<file path="config.mk">
export PLATFORM = sky130hd
export DESIGN_NAME = hdmi_island_scheduler
export DESIGN_NICKNAME = d
export VERILOG_FILES = /design/src/rtl/hdmi_pkg.sv /design/src/rtl/hdmi_rr_arbiter.sv /design/src/rtl/hdmi_island_scheduler.sv
export SDC_FILE = /design/constraint.sdc
export NUM_CORES = 1
export LEC_CHECK = 0
export CORE_AREA = 2 2 76 78
export CTS_CLUSTER_DIAMETER = 50
export CTS_CLUSTER_SIZE = 12
export DETAILED_ROUTE_END_ITERATION = 10
export DIE_AREA = 0 0 78 80
export GPL_TIMING_DRIVEN = 1
export PLACE_DENSITY = 0.75
export SKIP_CTS_REPAIR_TIMING = 1
export SKIP_LAST_GASP = 1
export SLEW_MARGIN = 10
export SYNTH_ARGS = -nofsm -noshare
export SYNTH_HDL_FRONTEND = slang
export SYNTH_SLANG_ARGS = --single-unit
</file>
<file path="constraint.sdc">
create_clock -name clk -period 2.6 [get_ports clk]
set_input_delay 0.78 -clock clk [delete_from_list [all_inputs] [get_ports clk]]
set_output_delay 0.78 -clock clk [all_outputs]
set_load 0.005 [all_outputs]
</file>
<file path="src/rtl/hdmi_pkg.sv">
// Shared types and constants for the HDMI data-island scheduler and its helpers.
package hdmi_pkg;

  typedef enum logic [2:0] {
    PH_VIDEO    = 3'd0,
    PH_PREAMBLE = 3'd1,
    PH_LGUARD   = 3'd2,
    PH_ISLAND   = 3'd3,
    PH_TGUARD   = 3'd4
  } phase_e;

  localparam int unsigned PREAMBLE_LEN = 8;
  localparam int unsigned GUARD_LEN    = 2;
  localparam int unsigned PKT_LEN      = 32;

  localparam int unsigned REQ_AUDIO = 0;
  localparam int unsigned REQ_ACR   = 1;
  localparam int unsigned REQ_AVI   = 2;
  localparam int unsigned REQ_AIF   = 3;

  // Packets that fit in one island: pending count, capped, then trimmed to the blank budget.
  function automatic int unsigned island_pkts(int unsigned pending, int unsigned max_pkts,
                                              int unsigned budget, bit always_island);
    int unsigned n;
    int unsigned fit;
    n = (pending < max_pkts) ? pending : max_pkts;
    if (n == 0 && always_island) n = 1;
    if (budget < PREAMBLE_LEN + 2 * GUARD_LEN) begin
      fit = 0;
    end else begin
      fit = (budget - PREAMBLE_LEN - 2 * GUARD_LEN) / PKT_LEN;
    end
    if (n > fit) n = fit;
    return n;
  endfunction

endpackage

</file>
<file path="src/rtl/hdmi_rr_arbiter.sv">
// Combinational round-robin pick over the non-audio requesters, starting at ptr.
module hdmi_rr_arbiter #(
  parameter int unsigned NREQ = 4,
  parameter int unsigned PtrW = $clog2(NREQ)
) (
  input  logic [NREQ-1:1] req,
  input  logic [PtrW-1:0] ptr,
  output logic [NREQ-1:1] gnt,
  output logic            found
);

  always_comb begin
    gnt   = '0;
    found = 1'b0;
    // First pass from the pointer upwards, second pass covers the wrap below it.
    for (int i = 1; i < int'(NREQ); i++) begin
      if (!found && req[i] && i >= int'(ptr)) begin
        gnt[i] = 1'b1;
        found  = 1'b1;
      end
    end
    for (int i = 1; i < int'(NREQ); i++) begin
      if (!found && req[i]) begin
        gnt[i] = 1'b1;
        found  = 1'b1;
      end
    end
  end

endmodule

</file>
<file path="src/rtl/hdmi_island_scheduler.sv">
// Schedules data islands in horizontal blank and arbitrates packet sources per 32-cycle slot.
module hdmi_island_scheduler
  import hdmi_pkg::*;
#(
  parameter int unsigned NREQ          = 4,
  parameter int unsigned MAX_PKTS      = 3,
  parameter logic [10:0] HBLANK_BUDGET = 11'd140,
  parameter bit          ALWAYS_ISLAND = 1'b1
) (
  input  logic            clk,
  input  logic            resetn,
  input  logic            hsync,
  input  logic            de,
  input  logic [NREQ-1:0] req,
  output logic [NREQ-1:0] gnt,
  output logic            pkt_load,
  output logic [1:0]      pkt_sel,
  output logic            pkt_null,
  output logic [2:0]      phase,
  output logic [4:0]      dib,
  output logic            overrun
);

  localparam int unsigned PtrW = $clog2(NREQ);

  typedef enum logic [2:0] {StIdle, StPre, StLGuard, StPkt, StTGuard, StDone} state_e;

  state_e          state_q;
  logic [4:0]      cnt_q;
  logic [7:0]      pkt_idx_q;
  logic [7:0]      pkts_q;
  logic [PtrW-1:0] ptr_q;
  logic [10:0]     h_q;

  int unsigned     plan_n;
  logic            plan_go;
  logic            last_tguard;
  logic            abort;
  logic            slot_start;

  logic [NREQ-1:1] arb_gnt;
  logic            arb_found;
  logic [NREQ-1:0] slot_gnt;
  logic [1:0]      slot_sel;
  logic            slot_null;
  logic [PtrW-1:0] slot_ptr;

  hdmi_rr_arbiter #(
    .NREQ(NREQ)
  ) u_arb (
    .req  (req[NREQ-1:1]),
    .ptr  (ptr_q),
    .gnt  (arb_gnt),
    .found(arb_found)
  );

  always_comb begin
    plan_n = island_pkts(32'($countones(req)), MAX_PKTS, 32'(HBLANK_BUDGET), ALWAYS_ISLAND);
    plan_go = !hsync && (h_q == '0) && (plan_n != 0);
    last_tguard = (state_q == StTGuard) && (cnt_q == 5'(GUARD_LEN - 1));
    // An hsync rise on the final trailing-guard cycle lets the island finish cleanly.
    abort = (state_q inside {StPre, StLGuard, StPkt, StTGuard}) &&
            (de || (hsync && !last_tguard));
    slot_start = !abort &&
                 (((state_q == StLGuard) && (cnt_q == 5'(GUARD_LEN - 1))) ||
                  ((state_q == StPkt) && (cnt_q == 5'(PKT_LEN - 1)) &&
                   (pkt_idx_q + 8'd1 != pkts_q)));
  end

  always_comb begin
    slot_gnt  = '0;
    slot_sel  = '0;
    slot_null = 1'b0;
    slot_ptr  = ptr_q;
    if (req[REQ_AUDIO]) begin
      slot_gnt[REQ_AUDIO] = 1'b1;
    end else if (arb_found) begin
      slot_gnt = {arb_gnt, 1'b0};
      for (int i = 1; i < int'(NREQ); i++) begin
        if (arb_gnt[i]) begin
          slot_sel = 2'(i);
          slot_ptr = (i == int'(NREQ) - 1) ? PtrW'(REQ_ACR) : PtrW'(i + 1);
        end
      end
    end else begin
      slot_null = 1'b1;
    end
  end

  always_ff @(posedge clk or negedge resetn) begin
    if (!resetn) begin
      state_q   <= StIdle;
      cnt_q     <= '0;
      pkt_idx_q <= '0;
      pkts_q    <= '0;
      ptr_q     <= PtrW'(REQ_ACR);
      h_q       <= '0;
      gnt       <= '0;
      pkt_load  <= 1'b0;
      pkt_sel   <= '0;
      pkt_null  <= 1'b0;
      phase     <= PH_VIDEO;
      dib       <= '0;
      overrun   <= 1'b0;
    end else begin
      h_q      <= hsync ? '0 : ((h_q == 11'h7FF) ? h_q : h_q + 11'd1);
      gnt      <= '0;
      pkt_load <= 1'b0;
      pkt_sel  <= '0;
      pkt_null <= 1'b0;
      if (abort) begin
        state_q <= StIdle;
        phase   <= PH_VIDEO;
        dib     <= '0;
        cnt_q   <= '0;
        overrun <= 1'b1;
      end else begin
        unique case (state_q)
          StIdle: begin
            if (plan_go) begin
              state_q   <= StPre;
              phase     <= PH_PREAMBLE;
              cnt_q     <= '0;
              pkt_idx_q <= '0;
              pkts_q    <= 8'(plan_n);
            end
          end
          StPre: begin
            if (cnt_q == 5'(PREAMBLE_LEN - 1)) begin
              state_q <= StLGuard;
              phase   <= PH_LGUARD;
              cnt_q   <= '0;
            end else begin
              cnt_q <= cnt_q + 5'd1;
            end
          end
          StLGuard: begin
            if (cnt_q == 5'(GUARD_LEN - 1)) begin
              state_q <= StPkt;
              phase   <= PH_ISLAND;
              cnt_q   <= '0;
              dib     <= '0;
            end else begin
              cnt_q <= cnt_q + 5'd1;
            end
          end
          StPkt: begin
            if (cnt_q == 5'(PKT_LEN - 1)) begin
              cnt_q <= '0;
              dib   <= '0;
              if (pkt_idx_q + 8'd1 == pkts_q) begin
                state_q <= StTGuard;
                phase   <= PH_TGUARD;
              end else begin
                pkt_idx_q <= pkt_idx_q + 8'd1;
              end
            end else begin
              cnt_q <= cnt_q + 5'd1;
              dib   <= cnt_q + 5'd1;
            end
          end
          StTGuard: begin
            if (last_tguard) begin
              state_q <= hsync ? StIdle : StDone;
              phase   <= PH_VIDEO;
              cnt_q   <= '0;
            end else begin
              cnt_q <= cnt_q + 5'd1;
            end
          end
          StDone: begin
            if (hsync) state_q <= StIdle;
          end
          default: state_q <= StIdle;
        endcase
        if (slot_start) begin
          gnt      <= slot_gnt;
          pkt_load <= 1'b1;
          pkt_sel  <= slot_sel;
          pkt_null <= slot_null;
          ptr_q    <= slot_ptr;
        end
      end
    end
  end

endmodule

</file>
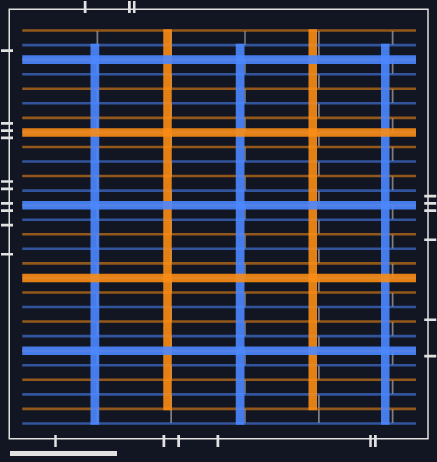
Fig. 1. PDN straps and rails.
Bar = 20 um. Pins as bars on the die edge. Tap cells in grey.
legend:
  VDD:
    colour: orange
  VSS:
    colour: blue
met4 straps: 5
rows: 27
Core Footprint: 5410 sq um
Die X: 78 um
chip height: 80 um

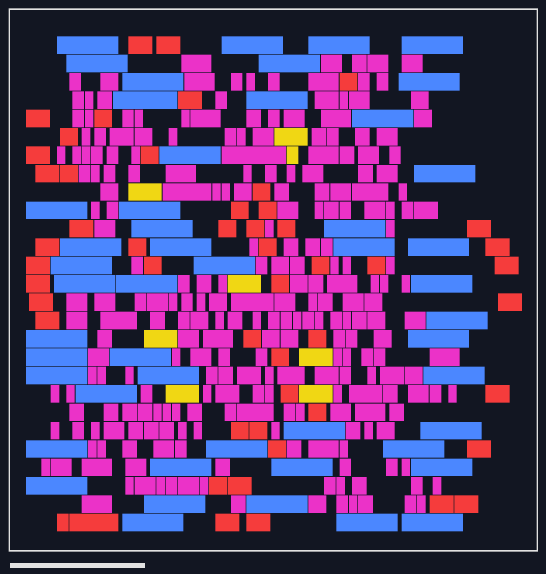
Fig. 2. Cell classes on the final placement.
Bar = 20 um.
legend:
  flops:
    colour: blue
    cells: 49
    share_of_their_area: 36%
  other buffers and delay cells:
    colour: red
    cells: 51
    share_of_their_area: 13%
  clock drivers and dummy loads:
    colour: yellow
    cells: 8
    share_of_their_area: 3.0%
  all other logic:
    colour: magenta
    cells: 249
    share_of_their_area: 47%
Final Util: 64.1%
Rows: 27
design area: 3470 sq um
Seq/total area: 35.4%

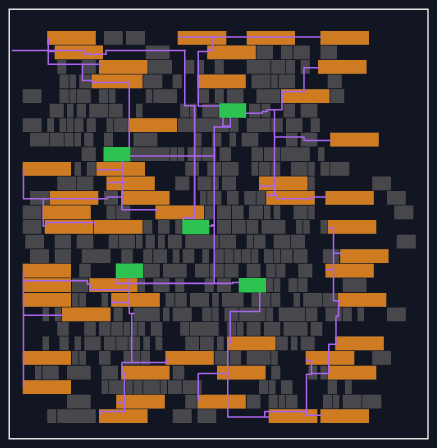
Fig. 3. Clock wires, drivers and flops.
legend:
  flip-flops:
    colour: orange
    count: 49
  cells driving clock nets:
    colour: green
    count: 5
  clock wires:
    colour: purple
    length: 594 um
routed clock nets: 6
Clk. pwr: 0.489 mW
Clock power frac: 22.2%

==> run_results.csv <==
group,metric,value,unit
clocking,cts_htree_levels,2,
place,io_buffers,24,
yosys,top_area_cell,"dfrtp_1",
yosys,synth.avg_cell_area,9.25,sq um
global_route,grt_pass1_vias,2356,
detailed_routing,vias_per_cell,5.75,
detailed_routing,finalWirelength,6200,um
yosys,ys.flops,49,
floorplanning,chip_area,6240,sq um
setup_path,cp-end-kind,"register",
sta,final-hold-violation-count,0,
setup_path,critPathArrivalTime,2.67,ns
run_status,status,"complete, no violations",
sta,worst_slack,0.142,ns
yosys,postSynthCellCount,314,
pwr,leakage,1.58,nW
global_route,grt_pass1_wl,10700,um
clocking,clock_path_buffers,2,
global_route,grt_overflow,0,
detailed_routing,firstDrtPassIters,4,
yosys,synth_warnings,0,
clocking,cts_num_sinks,49,
setup_path,critPathLaunchType,"register",
sta,tns,0,ns
sta,whs,0.452,ns
yosys,ys_seq_share,42.3,%
yosys,yosysUniqueCellTypes,65,
yosys,async_flop_share,100,%
yosys,synth.cell_area,2900,sq um
place,place_ws,-0.174,ns
detailed_routing,dr.max_layer_used,"met4",
sta,layout_min_cycle_time,2.46,ns
clocking,cts_tree,"yes",
pwr,powerDensity,635,nW/um^2
setup_path,worstPathRequired,2.81,ns
finish,final_cells,429,
yosys,dominantRegCellSynth,"dfrtp_1",
min_path,hold_path.class,"primary input to async pin",
detailed_routing,drtIter0Drc,182,
detailed_routing,num_vias,2467,
clocking,clkTransAtPathRegs,0.09,ns
setup_path,crit_type,"register to register",
sta,period_used_share,94.5,%
sta,timing.fmax,407,MHz
place,place_hpwl,4510,um
finish,syn_to_final_growth,19.4,%
global_route,antenna_found_initial,0,
yosys,topCellsByArea,"dfrtp_1 41%, ha_1 4.3%, nor2_1 4.1%",
pwr,irDropWorstVdd,0.548,mV
yosys,yosys_area,2900,sq um
finish,final_nets,375,
floorplanning,io_pins,25,
place,gp_congestion,0.814,
finish,antenna_cells,0,
pwr,p_total,2.20,mW
sta,setup_violations,0,
yosys,synth.most_common_cell,"dfrtp_1",
yosys,synth.net_count,333,
sta,tightestPinTransition,0.536,ns
clocking,clk-insertion-delay-late,0.30,ns
sta,slew_viol_final,0,
place,placed_cells_incl_taps,421,
sta,rsz0062_at_grt,"yes",
finish,final-comb-area,1530,sq um
detailed_routing,wl_met3,219,um
run,maxCapViolations,0,
clocking,numCtsBuffers,5,
detailed_routing,drc,0,
detailed_routing,met1_length,3000,um
yosys,ys_cells,314,
finish,drive_gt1_share,15.4,%
yosys,edf_count,0,
global_route,track_usage,21.3,%
floorplanning,fp_util,53.7,%
sta,finClkSkew,0.00402,ns
yosys,top_cell_area_share,41.4,%
yosys,common_cells,"48 x dfrtp_1, 32 x nor2_1, 26 x nand2_1, 18 x inv_1, 17 x o21ai_0",
sta,max_slew_margin,64.0,%
clocking,cts_root_buf,"clkbuf_8",
finish,filler_cell_count,463,
detailed_routing,ant_nets,0,
per-stage QoR:
step | cell area [sq um] | utilization (%)
global placement | 3360 | 62.2
detailed placement | 3360 | 62.2
global route | 3470 | 64.1
finish | 3470 | 64.1
CTS | 3460 | 64.1
floorplan | 2900 | -
report_power, final:
group / internal [mW] / switching [mW]
clock network: 0.241 / 0.248
logic: 0.364 / 0.414
registers: 0.833 / 0.103
state kept, by name, indices dropped and copies added, names as in the netlist:
| name | cells |
|---|---|
| cnt_q | 5 |
| dib | 5 |
| gnt | 4 |
| h_q | 11 |
| overrun | 1 |
| phase | 3 |
| pkt_idx_q | 8 |
| pkt_load | 1 |
| pkt_null | 1 |
| pkt_sel | 2 |
| pkts_q | 3 |
| ptr_q | 2 |
| state_q | 3 |
placed cells by master, fill, tap and decap left out, types with 8 or more instances in the layout:
cell | Yosys | routed
o21ai_0 | 17 | 17
buf_4 | 0 | 26
nor3_1 | 14 | 14
inv_1 | 18 | 18
nor2_1 | 32 | 32
nand2_1 | 26 | 26
ha_1 | 10 | 10
nand3_1 | 8 | 8
clkdlybuf4s50_1 | 0 | 23
nand4_1 | 10 | 10
a21oi_1 | 16 | 16
dfrtp_1 | 48 | 48
xor2_1 | 8 | 8
worst max-delay path, cell delays in order (launching register included):
cell	delay (ns)
dfrtp_1	0.45
ha_1	0.30
and3_2	0.24
ha_1	0.22
inv_1	0.15
nor2_1	0.07
buf_4	0.15
a311oi_4	0.44
a211oi_1	0.11
a211oi_1	0.24
cell type report:
cell class | instances | area share [%]
clock buffer | 7 | 2.78
clock inverter | 1 | 0.144
inverter | 18 | 1.95
multi-input combinational | 231 | 44.1
sequential | 49 | 35.4
tap | 72 | 2.60
timing repair buffer | 51 | 13.0
per-layer routing:
metal	up-vias	global-route usage, %
li1	1215	-
met1	1188	29.3
met2	54	34.6
met3	10	3.96
met4	0	6.14
met5	-	0
logic make-up (layout without fill, tap and decap cells):
logic type      count (synthesis)  in the layout  synth area share [%]
mux                             1              1                 0.517
fa+ha+maj                      11             11                  5.00
xor+xnor                       15             15                  4.52
compound gates                 78             78                  19.6
buf+inv                        34             77                  5.21
flops                          49             49                  42.3
simple gates                  126            126                  22.9
final timing paths:
check / from / to / slack, ns / cells after the start
setup / recovery: cnt_q[0] / ptr_q[0] / 0.14 / 9
hold / removal: resetn / h_q[1] / 0.45 / 2
setup reg to reg: cnt_q[0] / ptr_q[0] / 0.14 / 9
hold reg to reg: overrun / overrun / 0.48 / 1
max in group asynchronous: resetn / ptr_q[0] / 1.88 / 2
min in group clk: overrun / overrun / 0.48 / 1
Power and IR drop assume default switching activity.
